--- src/rtl/uda1341_l3_pkg.sv ---
// Shared definitions for the UDA1341TS L3 control-bus controller:
// device address, register select codes, FSM state encoding and the
// power-up init table.
package uda1341_l3_pkg;

  localparam logic [5:0] L3_DEV_ADDR = 6'b000101;

  localparam logic [1:0] SEL_DATA0  = 2'b00;
  localparam logic [1:0] SEL_DATA1  = 2'b01;
  localparam logic [1:0] SEL_STATUS = 2'b10;

  typedef enum logic [2:0] {
    ST_PWR,
    ST_IDLE,
    ST_LOAD,
    ST_ADDR_SETUP,
    ST_ADDR_BITS,
    ST_MODE_GAP,
    ST_DATA_BITS,
    ST_END_GAP
  } l3_state_t;

  // Init table entries, {sel, data}
  localparam logic [9:0] INIT_W0 = {SEL_STATUS, 8'h40};  // codec reset asserted
  localparam logic [9:0] INIT_W1 = {SEL_STATUS, 8'h20};  // reset released, 256fs, I2S
  localparam logic [9:0] INIT_W2 = {SEL_STATUS, 8'h83};  // status1: ADC+DAC power on
  localparam logic [9:0] INIT_W3 = {SEL_DATA0,  8'h00};  // volume 0 dB

  // Reserved select 11 is addressed as STATUS.
  function automatic logic [7:0] l3_addr_byte(input logic [1:0] sel);
    return {L3_DEV_ADDR, (sel == 2'b11) ? SEL_STATUS : sel};
  endfunction

  function automatic logic [9:0] init_entry(input int unsigned idx);
    case (idx)
      0:       return INIT_W0;
      1:       return INIT_W1;
      2:       return INIT_W2;
      3:       return INIT_W3;
      default: return '0;
    endcase
  endfunction

endpackage

--- src/rtl/uda1341_l3_init_rom.sv ---
// Combinational init-sequence lookup.
//   ptr  : init table index
//   word : {sel[1:0], data[7:0]} for that entry
module uda1341_l3_init_rom
  import uda1341_l3_pkg::*;
#(
  parameter int unsigned PTR_W = 2
) (
  input  logic [PTR_W-1:0] ptr,
  output logic [9:0]       word
);

  always_comb word = init_entry(32'(ptr));

endmodule

--- src/rtl/uda1341_l3_ctrl.sv ---
// UDA1341TS L3 bus configuration controller. After reset waits PWR_WAIT
// cycles, plays the init table, then serves single register writes.
//   clk, nRst          : system clock, async active-low reset
//   wr_req/wr_ack      : runtime write handshake (ack = 1-cycle accept pulse)
//   wr_sel, wr_data    : target register and data byte, latched on ack
//   busy               : low only while idle
//   init_done          : sticky once the last init word has been sent
//   l3_mode/clock/data : L3 bus, bytes sent LSB first
module uda1341_l3_ctrl
  import uda1341_l3_pkg::*;
#(
  parameter int unsigned CLK_DIV    = 24,
  parameter int unsigned GAP_CYCLES = 48,
  parameter int unsigned PWR_WAIT   = 4800,
  parameter int unsigned INIT_LEN   = 4
) (
  input  logic       clk,
  input  logic       nRst,
  input  logic       wr_req,
  input  logic [1:0] wr_sel,
  input  logic [7:0] wr_data,
  output logic       wr_ack,
  output logic       busy,
  output logic       init_done,
  output logic       l3_mode,
  output logic       l3_clock,
  output logic       l3_data
);

  localparam int unsigned CNT_MAX = (PWR_WAIT > GAP_CYCLES)
                                    ? ((PWR_WAIT > CLK_DIV) ? PWR_WAIT : CLK_DIV)
                                    : ((GAP_CYCLES > CLK_DIV) ? GAP_CYCLES : CLK_DIV);
  localparam int unsigned CNT_W = $clog2(CNT_MAX + 1);
  localparam int unsigned PTR_W = (INIT_LEN > 1) ? $clog2(INIT_LEN) : 1;

  localparam logic [CNT_W-1:0] HALF_LAST = CNT_W'(CLK_DIV - 1);
  localparam logic [CNT_W-1:0] GAP_LAST  = CNT_W'(GAP_CYCLES - 1);
  localparam logic [CNT_W-1:0] PWR_LAST  = CNT_W'(PWR_WAIT - 1);
  localparam logic [PTR_W-1:0] PTR_LAST  = PTR_W'(INIT_LEN - 1);

  l3_state_t        state, state_nxt;
  logic [CNT_W-1:0] cnt, cnt_nxt;
  logic [2:0]       bit_idx, bit_idx_nxt;
  logic             phase, phase_nxt;      // 0 = low half, 1 = high half
  logic [7:0]       addr_sr, addr_sr_nxt;
  logic [7:0]       data_sr, data_sr_nxt;
  logic [PTR_W-1:0] init_ptr, init_ptr_nxt;
  logic             init_done_nxt;
  logic [1:0]       sel_q, sel_q_nxt;
  logic [7:0]       data_q, data_q_nxt;
  logic             mode_nxt, clock_nxt, data_nxt;
  logic [9:0]       rom_word;
  logic [1:0]       load_sel;
  logic [7:0]       load_data;

  uda1341_l3_init_rom #(.PTR_W(PTR_W)) u_rom (
    .ptr  (init_ptr),
    .word (rom_word)
  );

  // Init words take precedence until the table has been played out.
  assign load_sel  = init_done ? sel_q  : rom_word[9:8];
  assign load_data = init_done ? data_q : rom_word[7:0];

  always_ff @(posedge clk or negedge nRst) begin
    if (!nRst) begin
      state     <= ST_PWR;
      cnt       <= '0;
      bit_idx   <= '0;
      phase     <= 1'b0;
      addr_sr   <= '0;
      data_sr   <= '0;
      init_ptr  <= '0;
      init_done <= 1'b0;
      sel_q     <= '0;
      data_q    <= '0;
      l3_mode   <= 1'b1;
      l3_clock  <= 1'b1;
      l3_data   <= 1'b0;
    end else begin
      state     <= state_nxt;
      cnt       <= cnt_nxt;
      bit_idx   <= bit_idx_nxt;
      phase     <= phase_nxt;
      addr_sr   <= addr_sr_nxt;
      data_sr   <= data_sr_nxt;
      init_ptr  <= init_ptr_nxt;
      init_done <= init_done_nxt;
      sel_q     <= sel_q_nxt;
      data_q    <= data_q_nxt;
      l3_mode   <= mode_nxt;
      l3_clock  <= clock_nxt;
      l3_data   <= data_nxt;
    end
  end

  always_comb begin
    state_nxt     = state;
    cnt_nxt       = cnt;
    bit_idx_nxt   = bit_idx;
    phase_nxt     = phase;
    addr_sr_nxt   = addr_sr;
    data_sr_nxt   = data_sr;
    init_ptr_nxt  = init_ptr;
    init_done_nxt = init_done;
    sel_q_nxt     = sel_q;
    data_q_nxt    = data_q;
    mode_nxt      = l3_mode;
    clock_nxt     = l3_clock;
    data_nxt      = l3_data;
    wr_ack        = 1'b0;
    busy          = 1'b1;

    case (state)
      ST_PWR: begin
        if (cnt == PWR_LAST) begin
          cnt_nxt      = '0;
          init_ptr_nxt = '0;
          state_nxt    = ST_LOAD;
        end else begin
          cnt_nxt = cnt + 1'b1;
        end
      end

      ST_IDLE: begin
        busy = 1'b0;
        if (!init_done) begin
          state_nxt = ST_LOAD;
        end else if (wr_req) begin
          wr_ack     = 1'b1;
          sel_q_nxt  = wr_sel;
          data_q_nxt = wr_data;
          state_nxt  = ST_LOAD;
        end
      end

      ST_LOAD: begin
        addr_sr_nxt = l3_addr_byte(load_sel);
        data_sr_nxt = load_data;
        mode_nxt    = 1'b0;
        cnt_nxt     = '0;
        state_nxt   = ST_ADDR_SETUP;
      end

      ST_ADDR_SETUP: begin
        if (cnt == GAP_LAST) begin
          cnt_nxt     = '0;
          bit_idx_nxt = '0;
          phase_nxt   = 1'b0;
          clock_nxt   = 1'b0;
          data_nxt    = addr_sr[0];
          state_nxt   = ST_ADDR_BITS;
        end else begin
          cnt_nxt = cnt + 1'b1;
        end
      end

      // Both byte phases share the bit engine; the active shift register
      // moves one place when a high half ends and another bit follows.
      ST_ADDR_BITS, ST_DATA_BITS: begin
        if (cnt != HALF_LAST) begin
          cnt_nxt = cnt + 1'b1;
        end else begin
          cnt_nxt = '0;
          if (!phase) begin
            clock_nxt = 1'b1;
            phase_nxt = 1'b1;
          end else if (bit_idx == 3'd7) begin
            if (state == ST_ADDR_BITS) begin
              mode_nxt  = 1'b1;
              state_nxt = ST_MODE_GAP;
            end else begin
              data_nxt  = 1'b0;
              state_nxt = ST_END_GAP;
            end
          end else begin
            bit_idx_nxt = bit_idx + 1'b1;
            phase_nxt   = 1'b0;
            clock_nxt   = 1'b0;
            if (state == ST_ADDR_BITS) begin
              data_nxt    = addr_sr[1];
              addr_sr_nxt = addr_sr >> 1;
            end else begin
              data_nxt    = data_sr[1];
              data_sr_nxt = data_sr >> 1;
            end
          end
        end
      end

      ST_MODE_GAP: begin
        if (cnt == GAP_LAST) begin
          cnt_nxt     = '0;
          bit_idx_nxt = '0;
          phase_nxt   = 1'b0;
          clock_nxt   = 1'b0;
          data_nxt    = data_sr[0];
          state_nxt   = ST_DATA_BITS;
        end else begin
          cnt_nxt = cnt + 1'b1;
        end
      end

      ST_END_GAP: begin
        data_nxt = 1'b0;
        if (cnt == GAP_LAST) begin
          cnt_nxt = '0;
          if (!init_done && init_ptr != PTR_LAST) begin
            init_ptr_nxt = init_ptr + 1'b1;
            state_nxt    = ST_LOAD;
          end else begin
            if (!init_done) init_done_nxt = 1'b1;
            state_nxt = ST_IDLE;
          end
        end else begin
          cnt_nxt = cnt + 1'b1;
        end
      end

      default: state_nxt = ST_PWR;
    endcase
  end

endmodule

--- config.mk ---
export PLATFORM = sky130hd
export DESIGN_NAME = uda1341_l3_ctrl
export DESIGN_NICKNAME = d
export VERILOG_FILES = /design/src/rtl/uda1341_l3_pkg.sv /design/src/rtl/uda1341_l3_init_rom.sv /design/src/rtl/uda1341_l3_ctrl.sv
export SDC_FILE = /design/constraint.sdc
export NUM_CORES = 1
export LEC_CHECK = 0
export ABC_AREA = 1
export CORE_UTILIZATION = 59
export CTS_CLUSTER_SIZE = 20
export DETAILED_ROUTE_END_ITERATION = 10
export GPL_TIMING_DRIVEN = 0
export HOLD_SLACK_MARGIN = 0.1
export MAX_ROUTING_LAYER = met4
export PLACE_DENSITY = 0.82
export REMOVE_ABC_BUFFERS = 1
export SLEW_MARGIN = 30
export SYNTH_ARGS = -nofsm -noshare
export SYNTH_HDL_FRONTEND = slang
export SYNTH_SLANG_ARGS = --single-unit
export TNS_END_PERCENT = 1
--- constraint.sdc ---
create_clock -name clk -period 2.1 [get_ports clk]
set_clock_uncertainty 0.1 [all_clocks]
set_input_delay 0.42 -clock clk [delete_from_list [all_inputs] [get_ports clk]]
set_output_delay 0.42 -clock clk [all_outputs]
set_load 0.05 [all_outputs]
==> run_1/density.png <==
The die is cut into 7 by 7 equal tiles; dark blue is low, red is high, 0 to 100% covered.
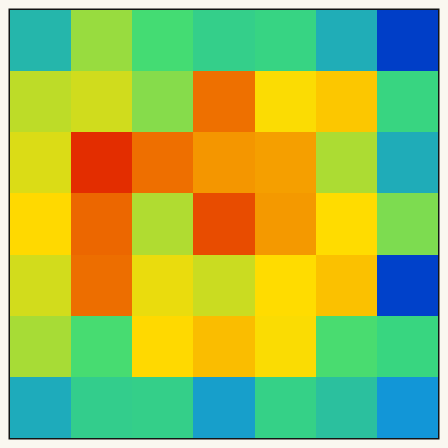
mean over tiles: 62%
tiles over 75% full: 29%
fullest tile: 95%

==> run_1/clock_map.png <==
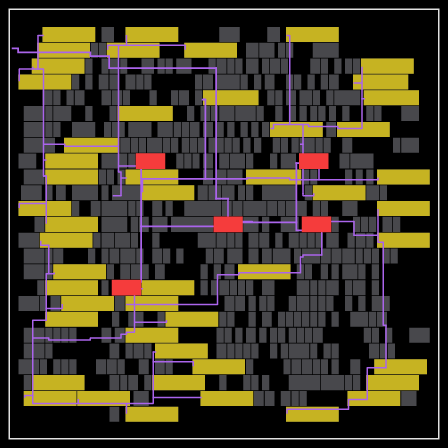
[flip-flops] yellow | count: 49
[clock wires] purple | length: 616 um
[cells driving clock nets] red | count: 5
flops lie: spread over the die
routed clock nets: 6
Clk pwr share: 38.5%
Clock Latency Late Sink: 310 ps
clk pwr: 615 uW

==> run_1/metal_stack.png <==
Scale bar: 20 um.
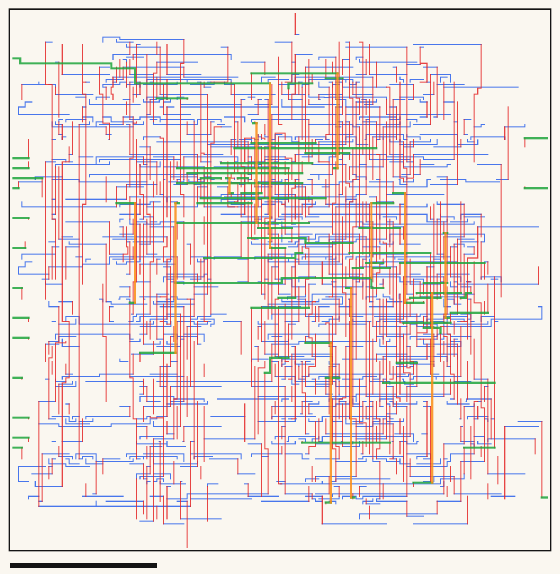
| layer | colour | wire length |
|---|---|---|
| met2 | red | 3280 um |
| met4 | orange | 198 um |
| met1 | blue | 2960 um |
| met3 | green | 440 um |
vias: 2846
final WL: 6880 um

==> reports/metrics.csv, run 1 <==
metric,value,unit
status,"finished, final reports clean",
warning_count,30,
grt_use_total,28.8,%
combGateArea,1580,um2
seq_area,1230,um2
setup_viol,0,
n_all_inverters,54,
fin_crit,2030,ps
ff_count,49,
drive_gt1_share,10.8,%
die_y,73.6,um
path_clk_slew,100,ps
slowest_stage,dfrtp_2,
rrSetupSlack,90,ps
holdWs,364,ps
cts_inserted_buffers,5,
cp.buffers_inverters,3,
coreArea,4820,um2
clock_area_share,2.88,%
ys_cells,433,
ys_seq_share,40.7,%
first_pass_iters,5,
insertedDiodeCount,0,
biggestCellCategory,multi-input combinational cells,
yosys_warnings,0,
synthAoiAreaFrac,10.8,%
die.size.x,73.6,um
critical_path_class,reg2out,
synthArstFlopShare,100,%
largest_register_ffs,13,
post_drt_wl_per_cell,13.2,um
synth_flops,49,
adder_share,2.90,%
max_cap_violations,0,
synthTopCellsByCount,"nand2_1 (154), inv_1 (50), dfrtp_1 (47)",
stdcell_area,3430,um2
finalHoldViolCount,0,
drtIter0Drc,242,
fillCellCount,409,
path_cells,inv_4 > nand3_4 > nor2_4 > nand2_4 > clkinv_4 > buf_8,
clock-sinks,49,
largest-register,cnt,
run 1: report_power, final:
| group | switching [mW] | total, mW | internal, mW |
|---|---|---|---|
| Clock | 0.343 | 0.615 | 0.272 |
| Combinational | 0.0210 | 0.0412 | 0.0202 |
| Sequential | 0 | 0.943 | 0.943 |
run 1: final timing paths:
kind                                           start                    to  depth (start not counted)
worst max-delay path            state[1]$_DFFE_PN0P_                wr_ack                          6
max in group asynchronous                       nRst  state[1]$_DFFE_PN0P_                          2
worst min-delay path            l3_clock$_DFFE_PN1P_  l3_clock$_DFFE_PN1P_                          2
worst max register to register    cnt[0]$_DFFE_PN0P_    cnt[0]$_DFFE_PN0P_                         10
min in group asynchronous                       nRst    cnt[2]$_DFFE_PN0P_                          2
worst min register to register  l3_clock$_DFFE_PN1P_  l3_clock$_DFFE_PN1P_                          2
--- run 2 (diff from run 1) ---
--- a/config.mk
+++ b/config.mk
@@ -7,6 +7,7 @@
 export LEC_CHECK = 0
 export ABC_AREA = 1
 export CORE_UTILIZATION = 59
+export CTS_CLUSTER_DIAMETER = 80
 export CTS_CLUSTER_SIZE = 20
 export DETAILED_ROUTE_END_ITERATION = 10
 export GPL_TIMING_DRIVEN = 0
@@ -14,7 +15,8 @@
 export MAX_ROUTING_LAYER = met4
 export PLACE_DENSITY = 0.82
 export REMOVE_ABC_BUFFERS = 1
-export SLEW_MARGIN = 30
+export SKIP_CTS_REPAIR_TIMING = 1
+export SLEW_MARGIN = 10
 export SYNTH_ARGS = -nofsm -noshare
 export SYNTH_HDL_FRONTEND = slang
 export SYNTH_SLANG_ARGS = --single-unit
==> run_2/gate_families.png <==
Scale bar: 20 um.
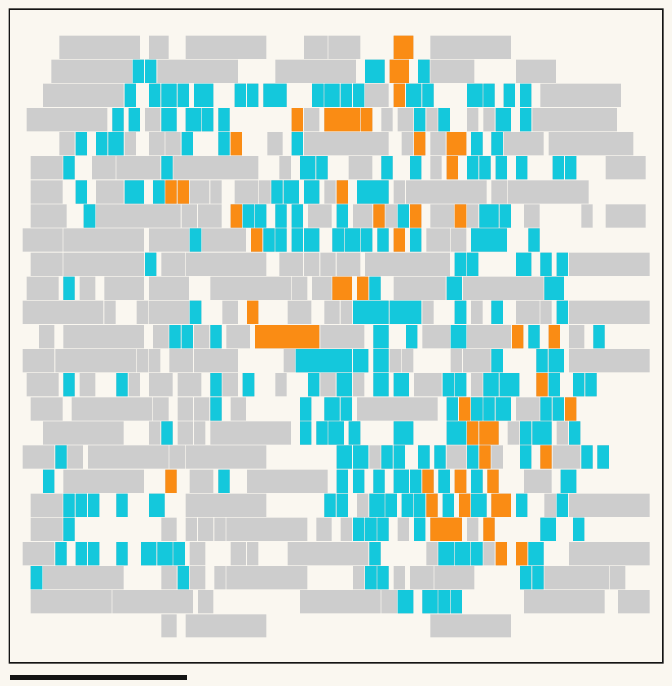
| family | colour | cells |
|---|---|---|
| NAND gates | cyan | 210 |
| NOR gates | orange | 43 |
Comb/total area: 45.3%
Commonest Layout Cell: nand2_1
Non-Filler Instances: 526

==> reports/metrics.csv, run 2 <==
metric,value,unit
status,"finished, final reports clean",
warning_count,29,
synth_flops,49,
endpoint,wr_ack,
drt-total-wl,6660,um
ys_cells,433,
whs_endpoint,l3_clock$_DFFE_PN1P_,
first_pass_iters,4,
clock_latency,310,ps
cts_inserted_buffers,5,
seq_area,1230,um2
reg2reg_to,data_sr[5]$_DFFE_PN0P_,
vias,2815,
worstHoldStart,l3_clock$_DFFE_PN1P_,
die_y,73.6,um
worstRegToRegCells,9,
setup_viol,0,
grt_use_total,27.9,%
largest_register_ffs,13,
insertedDiodeCount,0,
ff_count,49,
ys_seq_share,40.7,%
fillCellCount,418,
cp.buffers_inverters,3,
holdWs,364,ps
yosys_warnings,0,
coreArea,4820,um2
post_drt_wl_per_cell,12.7,um
slowest_stage,dfrtp_2,
drtIter0Drc,201,
path_clk_slew,90,ps
[run 2: cell counts after synthesis]
No cell type changed its count.
[run 2: worst reg2reg max path, stage by stage (launching register included)]
cell and delay, ps:
dfrtp_1 430, ha_1 220, ha_1 230, inv_2 90, nand2_1 80, nand2_1 110
nand2_1 90, a21oi_4 320, o211ai_1 140, o21ai_0 90
[run 2: where the power goes]
| group | switching, mW | internal (mW) | total [mW] | leakage (nW) |
|---|---|---|---|---|
| sequential | 0 | 0.943 | 0.943 | 0.611 |
| clock | 0.337 | 0.272 | 0.609 | 0.0478 |
| combinational | 0.0220 | 0.0233 | 0.0452 | 1.12 |
| total | 0.359 | 1.24 | 1.60 | 1.78 |
--- run 3 (diff from run 2) ---
--- a/config.mk
+++ b/config.mk
@@ -15,6 +15,7 @@
 export MAX_ROUTING_LAYER = met4
 export PLACE_DENSITY = 0.82
 export REMOVE_ABC_BUFFERS = 1
+export SETUP_SLACK_MARGIN = 0.02
 export SKIP_CTS_REPAIR_TIMING = 1
 export SLEW_MARGIN = 10
 export SYNTH_ARGS = -nofsm -noshare
==> run_3/metal_stack.png <==
Scale bar: 20 um.
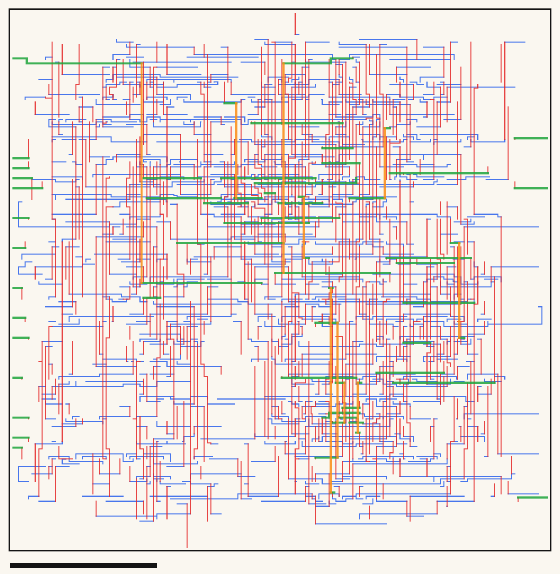
| layer | colour | wire length |
|---|---|---|
| met4 | orange | 161 um |
| met3 | green | 333 um |
| met2 | red | 3250 um |
| met1 | blue | 3000 um |
All-Layer GR Usage: 27.9%
post-DR wirelength/cell: 12.8 um
final WL: 6750 um

==> reports/metrics.csv, run 3 <==
metric,value,unit
clock_latency,310,ps
yosys_warnings,0,
drive_gt1_share,11.5,%
cp.buffers_inverters,3,
largest_register_ffs,13,
power_clock,612,uW
first_pass_iters,7,
worstHoldStart,l3_clock$_DFFE_PN1P_,
synthTopCellsByCount,"nand2_1 (154), inv_1 (50), dfrtp_1 (47)",
biggestCellCategory,multi-input combinational cells,
largest-register,cnt,
seqPwrFrac,58.9,%
clock_area_share,2.85,%
violations,negative setup slack,
fin_crit,2110,ps
crit_start,state[2]$_DFFE_PN0P_,
cts_inserted_buffers,5,
clock-sinks,49,
slowest_stage,dfrtp_2,
cp.depth,6,
worst_slack,-6.46,ps
whs_path_depth,2,
setup_viol,1,
rrSetupSlack,160,ps
combGateArea,1580,um2
max_cap_violations,0,
finalHoldViolCount,0,
ys_seq_share,40.7,%
critical_path_class,reg2out,
r2r-start,state[0]$_DFFE_PN0P_,
n_all_inverters,54,
power_frac_comb,2.8,%
holdWs,379,ps
synth_flops,49,
p_int,1.24,mW
swShare,22.7,%
ys_cells,433,
endpoint,wr_ack,
ff_count,49,
path_clk_slew,100,ps
status,"complete, but fails checks",
lay_top_count,nand2_1,
die.size.x,73.6,um
[run 3: stage by stage]
step	util (%)	area, um2	setup WS [ps]	std cells
final	72.0	3470	-6.46	526
after global routing	72.0	3470	-76.4	526
after CTS	69.4	3340	-1320	518
after detailed placement	67.3	3240	-979	510
after global placement	67.0	3230	-941	509
after floorplan	-	2960	-330	424
[run 3: kinds of logic (layout without fill, tap and decap cells)]
group,after synthesis,in the layout,synth area share (%)
AOI/OAI and AO/OA,56,56,10.8
xor gates and xnor gates,3,3,0.870
adders and majority gates,7,7,2.90
buffers and inverters,63,89,8.70
DFF,49,49,40.7
and+or+nand+nor,255,255,36.1
No activity file was given, so power comes from the tool's default toggle rates.
